Routing congestion map:
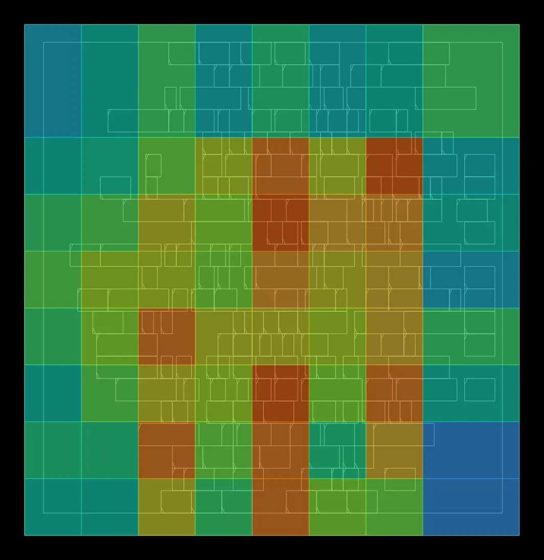
M1 wires:
(4 px per um)
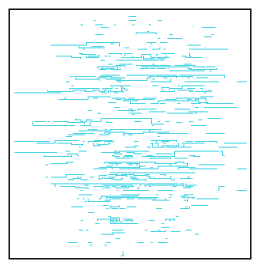
Logic cells by family:
(4 px per um)
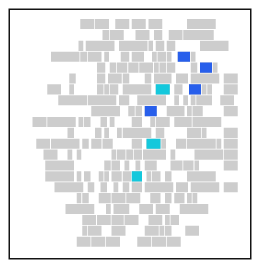
Close-up of the layout:
Region (32, 34) to (57, 59) um. Cells in gray, sequential cells in the stronger gray; small squares are vias.
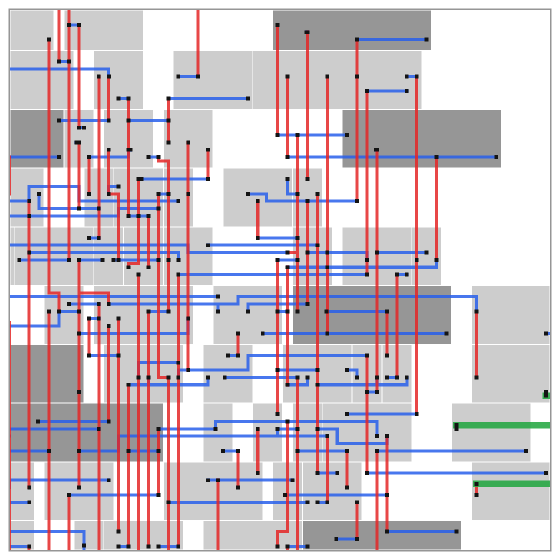
Sequential cells colored by netlist name:
(8 px per um) Other sequential cells in the stronger gray, the rest of the logic in the fainter gray.
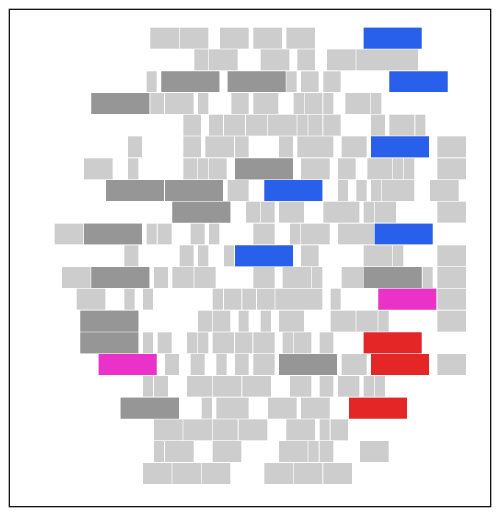
==> config.mk <==
export PLATFORM = sky130hd
export DESIGN_NAME = ctrl_stage
export DESIGN_NICKNAME = d
export VERILOG_FILES = /design/src/rtl/ctrl_stage_pkg.sv /design/src/rtl/ctrl_decode.sv /design/src/rtl/ctrl_stage.sv
export SDC_FILE = /design/constraint.sdc
export NUM_CORES = 1
export LEC_CHECK = 0
export ABC_CLOCK_PERIOD_IN_PS = 4200
export CAP_MARGIN = 20
export CORE_AREA = 2 2 58 60
export CTS_CLUSTER_DIAMETER = 100
export DETAILED_ROUTE_END_ITERATION = 8
export DIE_AREA = 0 0 60 62
export PLACE_DENSITY = 0.89
export SYNTH_ARGS = -nofsm -noshare
export SYNTH_HDL_FRONTEND = slang
export SYNTH_SLANG_ARGS = --single-unit
export TNS_END_PERCENT = 10
==> constraint.sdc <==
create_clock -name clk -period 4.2 [get_ports clk]
set_clock_uncertainty 0.2 [all_clocks]
set_input_delay 0.63 -clock clk [delete_from_list [all_inputs] [get_ports clk]]
set_output_delay 0.63 -clock clk [all_outputs]
set_load 0.05 [all_outputs]
==> results_slide.txt <==
Physical Implementation Snapshot

Clocking
  • Post-CTS Resized: 0
  • Clk slew on worst S/H paths: 0.13 ns
  • Hold_buf cts: 0

Drt
  • Routed wl met3: 82 um
  • Drt wl/cell: approximately 12 um
  • Post-DRT Antenna Nets: 0

Timing
  • Min cycle time layout: 2.98 ns
  • Final setup viols: 0
  • Worst-margin pin slew: about 0.71 ns
  • Tcrit/Tclk final: 71.0%

Yosys
  • Post-synth EDFFs: 0
  • Xor+xnor area frac: 2.79%
  • Syn Std Cell Area: around 0.0013 mm2
  • Simple share: 32.1%
  • FFs w/ async S/R, synth: 0%
  • Post-Synth AOI/OAI Area: 17.6%
  • Cell Type Count: around 40
  • Synth Warn #: 0

Place
  • RD Place Congestion: slightly below 0.9
  • HPWL after DPL: around 2200 um
  • Placed insts: 232
  • Port Buf Inserts: 43

Global routing
  • Met2 Use GR: between 20% and 30%
  • Vias in the first global route: between 1k and 1.5k

Die
  • Ports: 59
  • Chip area: 0.00372 mm2
  • Cell row count: 21

Setup path
  • CP max stage cell: clkdlybuf4s50_1
  • Arrival @ worst endpoint: ~2.2 ns
  • Reg2Reg Setup Slack: between 2 and 2.5 ns
  • CP endpoint kind: output pin

Power and ir drop
  • Pint: about 0.31 mW
  • Leakage: 0.572 nW
  • Top Consumer: registers
  • Power density of the placed cells: 251 mW/mm2

Status
  • Status: finished, final reports clean

Job
  • Tool Warnings: 42

Cells and area
  • Flip-flops: 25
## Picture notes: 'routing congestion map'
Final Core Density: 54.2%
grt met3 use: 2.07%

## Picture notes: 'M1 wires'
- wire length on this layer: 1,310 um
- nets with wire on the layer: 198
- share of all routed wire: 46%
- main direction: horizontal
routing usage on met1: 19.5%
drt total wl: 2870 um
DR vias: 1,177

## Picture notes: 'logic cells by family'
- AND-OR and OR-AND gates: cyan (cells 3)
- XOR/XNOR gates: blue (cells 4; where north-east)
final non-filler cell total: 236
most used logic cell in the final layout: clkdlybuf4s50_1
fraction of area in multi-input gates: 39.7%

## Picture notes: 'close-up of the layout'
- met3: green
- met2: red
- met1: blue
- cells with their middle in the window: 50
- sequential cells in the window: 5
- most frequent: clkdlybuf4s50_1 (9), nor2_1 (6)

## Picture notes: 'sequential cells colored by netlist name'
- `cnt_q`: blue (flops 6)
- `ex_alu_op`: red (flops 3)
- `ex_alu_src1`: magenta (flops 2)
- not colored: 14
sequential cell area share: 29.0%
Seq group: 0.245 mW
register area: 500 um2

Power is estimated from default activity; no workload was simulated.
